<file path="config.mk">
export PLATFORM = sky130hd
export DESIGN_NAME = flash_adc_sampler_flat
export DESIGN_NICKNAME = d
export VERILOG_FILES = /design/src/rtl/flash_adc_sampler_pkg.sv /design/src/rtl/flash_adc_sampler_if.sv /design/src/rtl/flash_adc_sampler_tick_gen.sv /design/src/rtl/flash_adc_sampler.sv /design/src/flat_wrapper.sv
export SDC_FILE = /design/constraint.sdc
export NUM_CORES = 1
export LEC_CHECK = 0
export ABC_CLOCK_PERIOD_IN_PS = 3500
export CAP_MARGIN = 20
export CORE_ASPECT_RATIO = 1.4
export CORE_MARGIN = 2
export CORE_UTILIZATION = 53
export DETAILED_ROUTE_END_ITERATION = 10
export PLACE_DENSITY = 0.75
export SLEW_MARGIN = 20
export SYNTH_ARGS = -nofsm -noshare
export SYNTH_HDL_FRONTEND = slang
export SYNTH_SLANG_ARGS = --single-unit
</file>
<file path="constraint.sdc">
create_clock -name clk -period 3.5 [get_ports clk]
set_input_delay 0.7 -clock clk [delete_from_list [all_inputs] [get_ports clk]]
set_output_delay 0.7 -clock clk [all_outputs]
set_load 0.03 [all_outputs]
</file>
<file path="src/rtl/flash_adc_sampler_pkg.sv">
// Shared definitions for the flash-ADC sampling path: bus widths, encoder
// scale constants and the sampler FSM state type.
package flash_adc_sampler_pkg;

  localparam int unsigned MV_W              = 16;
  localparam int unsigned ADC_CODE_W        = 3;
  localparam int unsigned ADC_STEP_MV       = 471;
  localparam int unsigned ADC_FULL_SCALE_MV = 3300;

  typedef enum logic {
    IDLE,
    ACCUM
  } adc_samp_state_t;

  // Width of a counter holding 0..n-1, never narrower than one bit.
  function automatic int unsigned cnt_width(input int unsigned n);
    return (n <= 2) ? 1 : $clog2(n);
  endfunction

endpackage

</file>
<file path="src/rtl/flash_adc_sampler_if.sv">
// Encoder-side inputs and display-side result handshake of the sampler.
interface flash_adc_sampler_if
  import flash_adc_sampler_pkg::*;
#(
  parameter int unsigned MV_W = flash_adc_sampler_pkg::MV_W
) ();

  logic                  enable;
  logic [ADC_CODE_W-1:0] code_in;
  logic [MV_W-1:0]       mv_in;
  logic                  clear_minmax;
  logic                  out_ready;
  logic                  out_valid;
  logic [ADC_CODE_W-1:0] avg_code;
  logic [MV_W-1:0]       avg_mv;
  logic [MV_W-1:0]       min_mv;
  logic [MV_W-1:0]       max_mv;
  logic                  overrun;

  // Sampler side.
  modport slave (
    input  enable, code_in, mv_in, clear_minmax, out_ready,
    output out_valid, avg_code, avg_mv, min_mv, max_mv, overrun
  );

  // Controller / consumer side.
  modport master (
    output enable, code_in, mv_in, clear_minmax, out_ready,
    input  out_valid, avg_code, avg_mv, min_mv, max_mv, overrun
  );

endinterface

</file>
<file path="src/rtl/flash_adc_sampler_tick_gen.sv">
// Sample-rate tick: counts 0..DIV-1 while enabled, ticks on DIV-1.
module adc_tick_gen
  import flash_adc_sampler_pkg::*;
#(
  parameter int unsigned CLK_HZ    = 100_000_000,
  parameter int unsigned SAMPLE_HZ = 1_000
) (
  input  logic clk,
  input  logic rst_n,
  input  logic enable,
  output logic tick
);

  localparam int unsigned DIV = CLK_HZ / SAMPLE_HZ;
  localparam int unsigned CW  = cnt_width(DIV);
  localparam logic [CW-1:0] LAST = CW'(DIV - 1);

  logic [CW-1:0] cnt_q, cnt_d;

  // Tick decode and counter advance; counter parked at 0 while disabled.
  always_comb begin
    tick  = enable && (cnt_q == LAST);
    cnt_d = cnt_q;
    if (!enable || tick) begin
      cnt_d = '0;
    end else begin
      cnt_d = cnt_q + 1'b1;
    end
  end

  // Counter register.
  always_ff @(posedge clk or negedge rst_n) begin
    if (!rst_n) begin
      cnt_q <= '0;
    end else begin
      cnt_q <= cnt_d;
    end
  end

endmodule

</file>
<file path="src/rtl/flash_adc_sampler.sv">
// Samples the flash-ADC encoder through a 2-flop synchroniser, rejects
// samples that changed since the previous clock, averages 2**AVG_LOG2
// accepted samples into a valid/ready result and tracks min/max millivolts.
module flash_adc_sampler
  import flash_adc_sampler_pkg::*;
#(
  parameter int unsigned CLK_HZ    = 100_000_000,
  parameter int unsigned SAMPLE_HZ = 1_000,
  parameter int unsigned AVG_LOG2  = 4,
  parameter int unsigned MV_W      = flash_adc_sampler_pkg::MV_W
) (
  input  logic                clk,
  input  logic                rst_n,
  flash_adc_sampler_if.slave  bus
);

  localparam int unsigned SW    = ADC_CODE_W + MV_W;
  localparam int unsigned ACC_W = MV_W + AVG_LOG2;
  localparam int unsigned ACC_C = ADC_CODE_W + AVG_LOG2;

  logic [SW-1:0]         sync1_q, sync2_q, prev_q;
  logic                  tick;
  logic                  accept;
  logic [ADC_CODE_W-1:0] sample_code;
  logic [MV_W-1:0]       sample_mv;

  adc_samp_state_t       state_q, state_d;
  logic [ACC_W-1:0]      acc_mv_q, acc_mv_d, acc_mv_sum;
  logic [ACC_C-1:0]      acc_code_q, acc_code_d, acc_code_sum;
  logic [AVG_LOG2-1:0]   cnt_q, cnt_d;
  logic                  load;

  logic                  valid_q, valid_d;
  logic [ADC_CODE_W-1:0] avg_code_q, avg_code_d;
  logic [MV_W-1:0]       avg_mv_q, avg_mv_d;
  logic [MV_W-1:0]       min_q, min_d, max_q, max_d;
  logic                  ovr_q, ovr_d;

  adc_tick_gen #(
    .CLK_HZ    (CLK_HZ),
    .SAMPLE_HZ (SAMPLE_HZ)
  ) u_tick (
    .clk    (clk),
    .rst_n  (rst_n),
    .enable (bus.enable),
    .tick   (tick)
  );

  // Two-flop synchroniser plus one extra stage holding the previous stage-2 value.
  always_ff @(posedge clk or negedge rst_n) begin
    if (!rst_n) begin
      sync1_q <= '0;
      sync2_q <= '0;
      prev_q  <= '0;
    end else begin
      sync1_q <= {bus.code_in, bus.mv_in};
      sync2_q <= sync1_q;
      prev_q  <= sync2_q;
    end
  end

  assign sample_code = sync2_q[SW-1 -: ADC_CODE_W];
  assign sample_mv   = sync2_q[MV_W-1:0];
  assign accept      = tick && (sync2_q == prev_q);

  // FSM next state and accumulators; the final sample of a block is folded
  // into the result through the *_sum terms on the same edge that loads it.
  always_comb begin
    state_d      = state_q;
    acc_mv_d     = acc_mv_q;
    acc_code_d   = acc_code_q;
    cnt_d        = cnt_q;
    load         = 1'b0;
    acc_mv_sum   = acc_mv_q + ACC_W'(sample_mv);
    acc_code_sum = acc_code_q + ACC_C'(sample_code);
    unique case (state_q)
      IDLE: begin
        if (bus.enable) begin
          state_d    = ACCUM;
          acc_mv_d   = '0;
          acc_code_d = '0;
          cnt_d      = '0;
        end
      end
      ACCUM: begin
        if (!bus.enable) begin
          state_d    = IDLE;
          acc_mv_d   = '0;
          acc_code_d = '0;
          cnt_d      = '0;
        end else if (accept) begin
          if (cnt_q == '1) begin
            load       = 1'b1;
            acc_mv_d   = '0;
            acc_code_d = '0;
            cnt_d      = '0;
          end else begin
            acc_mv_d   = acc_mv_sum;
            acc_code_d = acc_code_sum;
            cnt_d      = cnt_q + 1'b1;
          end
        end
      end
    endcase
  end

  // FSM state and accumulator registers.
  always_ff @(posedge clk or negedge rst_n) begin
    if (!rst_n) begin
      state_q    <= IDLE;
      acc_mv_q   <= '0;
      acc_code_q <= '0;
      cnt_q      <= '0;
    end else begin
      state_q    <= state_d;
      acc_mv_q   <= acc_mv_d;
      acc_code_q <= acc_code_d;
      cnt_q      <= cnt_d;
    end
  end

  // Result handshake, overrun flag and min/max trackers. A clear followed by
  // an accepted sample on the same edge leaves min=max=sample.
  always_comb begin
    valid_d    = valid_q;
    avg_code_d = avg_code_q;
    avg_mv_d   = avg_mv_q;
    min_d      = min_q;
    max_d      = max_q;
    ovr_d      = ovr_q;
    if (bus.clear_minmax) begin
      min_d = '1;
      max_d = '0;
      ovr_d = 1'b0;
    end
    if (accept) begin
      if (sample_mv < min_d) min_d = sample_mv;
      if (sample_mv > max_d) max_d = sample_mv;
    end
    if (load) begin
      if (valid_q && !bus.out_ready) ovr_d = 1'b1;
      valid_d    = 1'b1;
      avg_code_d = acc_code_sum[AVG_LOG2 +: ADC_CODE_W];
      avg_mv_d   = acc_mv_sum[AVG_LOG2 +: MV_W];
    end else if (valid_q && bus.out_ready) begin
      valid_d = 1'b0;
    end
  end

  // Output registers.
  always_ff @(posedge clk or negedge rst_n) begin
    if (!rst_n) begin
      valid_q    <= 1'b0;
      avg_code_q <= '0;
      avg_mv_q   <= '0;
      min_q      <= '1;
      max_q      <= '0;
      ovr_q      <= 1'b0;
    end else begin
      valid_q    <= valid_d;
      avg_code_q <= avg_code_d;
      avg_mv_q   <= avg_mv_d;
      min_q      <= min_d;
      max_q      <= max_d;
      ovr_q      <= ovr_d;
    end
  end

  assign bus.out_valid = valid_q;
  assign bus.avg_code  = avg_code_q;
  assign bus.avg_mv    = avg_mv_q;
  assign bus.min_mv    = min_q;
  assign bus.max_mv    = max_q;
  assign bus.overrun   = ovr_q;

endmodule

</file>
<file path="src/flat_wrapper.sv">
// flat-port wrapper written by rule: the top's interface ports become plain ports
module flash_adc_sampler_flat import flash_adc_sampler_pkg::*;
#(
  parameter int unsigned CLK_HZ    = 100_000_000,
  parameter int unsigned SAMPLE_HZ = 1_000,
  parameter int unsigned AVG_LOG2  = 4,
  parameter int unsigned MV_W      = flash_adc_sampler_pkg::MV_W
)
  (clk, rst_n, bus_enable, bus_code_in, bus_mv_in, bus_clear_minmax, bus_out_ready, bus_out_valid, bus_avg_code, bus_avg_mv, bus_min_mv, bus_max_mv, bus_overrun);
  flash_adc_sampler_if #(.MV_W(MV_W)) bus_i ();
  input  logic clk;
  input  logic rst_n;
  input wire logic [$bits(bus_i.enable)-1:0] bus_enable;
  input wire logic [$bits(bus_i.code_in)-1:0] bus_code_in;
  input wire logic [$bits(bus_i.mv_in)-1:0] bus_mv_in;
  input wire logic [$bits(bus_i.clear_minmax)-1:0] bus_clear_minmax;
  input wire logic [$bits(bus_i.out_ready)-1:0] bus_out_ready;
  output wire logic [$bits(bus_i.out_valid)-1:0] bus_out_valid;
  output wire logic [$bits(bus_i.avg_code)-1:0] bus_avg_code;
  output wire logic [$bits(bus_i.avg_mv)-1:0] bus_avg_mv;
  output wire logic [$bits(bus_i.min_mv)-1:0] bus_min_mv;
  output wire logic [$bits(bus_i.max_mv)-1:0] bus_max_mv;
  output wire logic [$bits(bus_i.overrun)-1:0] bus_overrun;
  assign bus_i.enable = bus_enable;
  assign bus_i.code_in = bus_code_in;
  assign bus_i.mv_in = bus_mv_in;
  assign bus_i.clear_minmax = bus_clear_minmax;
  assign bus_i.out_ready = bus_out_ready;
  assign bus_out_valid = bus_i.out_valid;
  assign bus_avg_code = bus_i.avg_code;
  assign bus_avg_mv = bus_i.avg_mv;
  assign bus_min_mv = bus_i.min_mv;
  assign bus_max_mv = bus_i.max_mv;
  assign bus_overrun = bus_i.overrun;
  flash_adc_sampler #(.CLK_HZ(CLK_HZ), .SAMPLE_HZ(SAMPLE_HZ), .AVG_LOG2(AVG_LOG2), .MV_W(MV_W)) u_core (.clk(clk), .rst_n(rst_n), .bus(bus_i));
endmodule
</file>
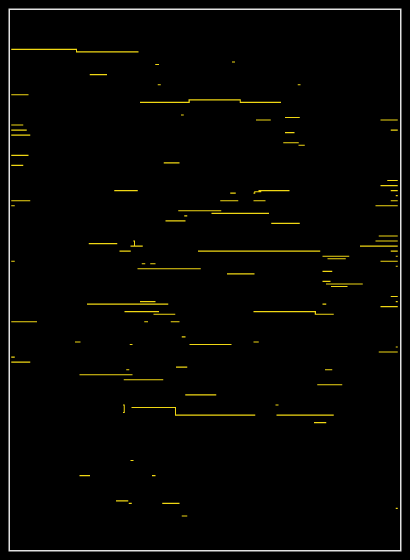
Fig. 1. The metal 3 layer.
main direction: horizontal
nets with wire on the layer: 69
met3 GRT Util: 4.79%
final wirelength: 17200 microns
Via Count: 5645

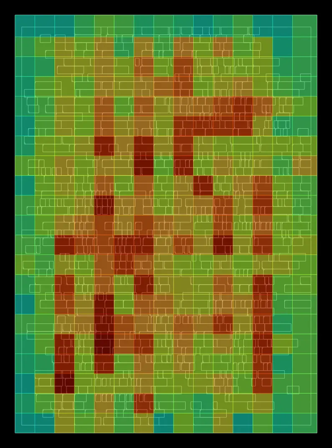
Fig. 2. Routing congestion map.
final design utilization: 66.1%
GR peak layer: met2

==> results_dict.tcl <==
# implementation run metrics
set metrics [dict create \
    nFillCells 1053 \
    ys_sh_simple_pct 14.0 \
    ff_count 159 \
    skew_ps 6.73 \
    setup_viol 0 \
    synthTopCellsByArea "dfrtp_1 47%, ha_1 8.6%, dfstp_2 5.5%" \
    drtIter0Drc 267 \
    cts_hold_buf 0 \
    grt-ovfl-total 0 \
    syn_to_final_growth_pct 21.7 \
    grt_pass1_wl_microns 28700 \
    slowest_stage "or4b_1" \
    synthAdderAreaFrac_pct 9.10 \
    rows 51 \
    cts_resized 0 \
    netlist_area_sq_mm 0.00759 \
    die_h_microns 146 \
    use_met1_pct 28.5 \
    clockRootBuffer "clkbuf_16" \
    ys_chip_area_sq_mm 0.00759 \
    r2r_setup_slack_ps 450 \
    vdd_drop_max_mv 0.262 \
    seq_area_frac_synth_pct 52.7 \
    route.met3.wl_microns 558 \
    cts_tree "built" \
    common_cells "143 x dfrtp_1, 66 x nor2_1, 58 x nand2_1, 52 x ha_1, 46 x a21oi_1" \
    worstHoldPathType "in -> async" \
    hpwl_microns 12100 \
    fin_ws_ps 445 \
    top_area_cell "dfrtp_1" \
    drc_errors 0 \
    crit_path_max_fanout 28 \
    wl_met1_microns 7060 \
    die-area_sq_mm 0.0153 \
    status "completed" \
    numPortBuffers 76 \
    period_needed_ps 3050 \
    fp_util_pct 54.3 \
    synth_cell_types 52 \
    crit_cells 7 \
    min_period_over_period_pct 87.3 \
    drtAntennaViolNets 0 \
    num-nets-final 880 \
    dr_wl_met2_microns 8690 \
    r2r_start "u_core.u_tick.cnt_q[12]" \
    top_area_cell_class "sequential cells" \
    dpl.cell_count 968 \
    core_sq_mm 0.0140 \
    clk_pin_slew_ps 60 \
    reg2reg_depth 7 \
    max_freq_ghz 0.327 \
    final_cells 1000 \
    clk_latency_ps 430 \
    drv_slew 0 \
    postCtsSetupBuffers 0 \
    power.density_mw_per_mm2 430 \
    syn_avg_cell_area_sq_um 10.7 \
    dr.pass1.iters 5 \
    io_pins 77 \
    die_x_microns 105 \
    synthMuxAreaShare_pct 3.13 \
    viasPerCell 5.65 \
    taps 185 \
    rr_endpoint "u_core.acc_code_q[4]" \
    synth.net_count 787 \
    antenna_found_initial 0 \
    ff_type "dfrtp_1" \
    ys_async_sr_fraction_pct 100 \
    synth.most_common_cell "dfrtp_1" \
    cts_buffers 17 \
    wl_per_cell_microns 17.2 \
    crit_type "reg -> reg" \
    track_usage_pct 23.8 \
    maxCapViolCount 0 \
    grt_max_degree 97 \
    seq_area_share_pct 43.3 \
    crit_path_start_kind "flop" \
    clk_share_pct 6.27 \
    clock_buffers 18 \
    compound_area_share_pct 12.2 \
    p_leak_nw 4.32 \
    grt_pass1_vias 5801 \
    yosys_cells 709 \
    worstPathArrival_ps 3370 \
    critPathCapture "u_core.acc_code_q[4]" \
    worstPathRequired_ps 3820 \
    ff_latch_area_sq_mm 0.00400 \
    finalWeightedCongestion 0.905 \
    top_area_share_pct 47.1 \
    post-place-ws_ps 146 \
    edf_count 0 \
    ys_ff 159 \
    cp-end-kind "flop" \
    comb-cell-share_pct 36.9 \
    cp.buffers_inverters 0 \
    slowest_delay_ps 600 \
    drive_gt1_share_pct 8.83 \
    nNonClkInverters 26 \
    logic_area_sq_mm 0.00341 \
]
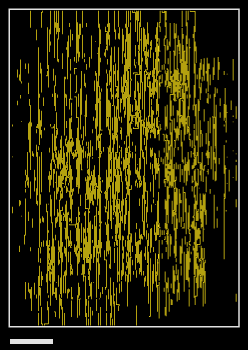
Fig. 3. Metal 2.
The bar under the picture is 20 microns long.
longest straight run: 41.8 microns
main direction: vertical
wire length on this layer: 8690 microns
met2 global-route usage: 39.7%

## where the power goes
group | internal (mW) | switching [mW]
combinational | 0.102 | 0.147
sequential | 1.88 | 0.0481
clock | 1.00 | 0.787
## registers in the layout (all words and copies together) (netlist names)
name / count
u_core.acc_code_q: 7
u_core.acc_mv_q: 20
u_core.bus.avg_code: 3
u_core.bus.avg_mv: 16
u_core.bus.max_mv: 16
u_core.bus.min_mv: 16
u_core.bus.out_valid: 1
u_core.bus.overrun: 1
u_core.cnt_q: 4
u_core.prev_q: 19
u_core.state_q: 1
u_core.sync1_q: 19
u_core.sync2_q: 19
u_core.u_tick.cnt_q: 17
## through the flow
stage	instance area, sq um	hold WS (ps)
after floorplan	7590	331
after detailed placement	8660	336
after CTS	9240	350
after global routing	9240	355
after global placement	8660	332
final	9240	335
Power is estimated from default activity; no workload was simulated.
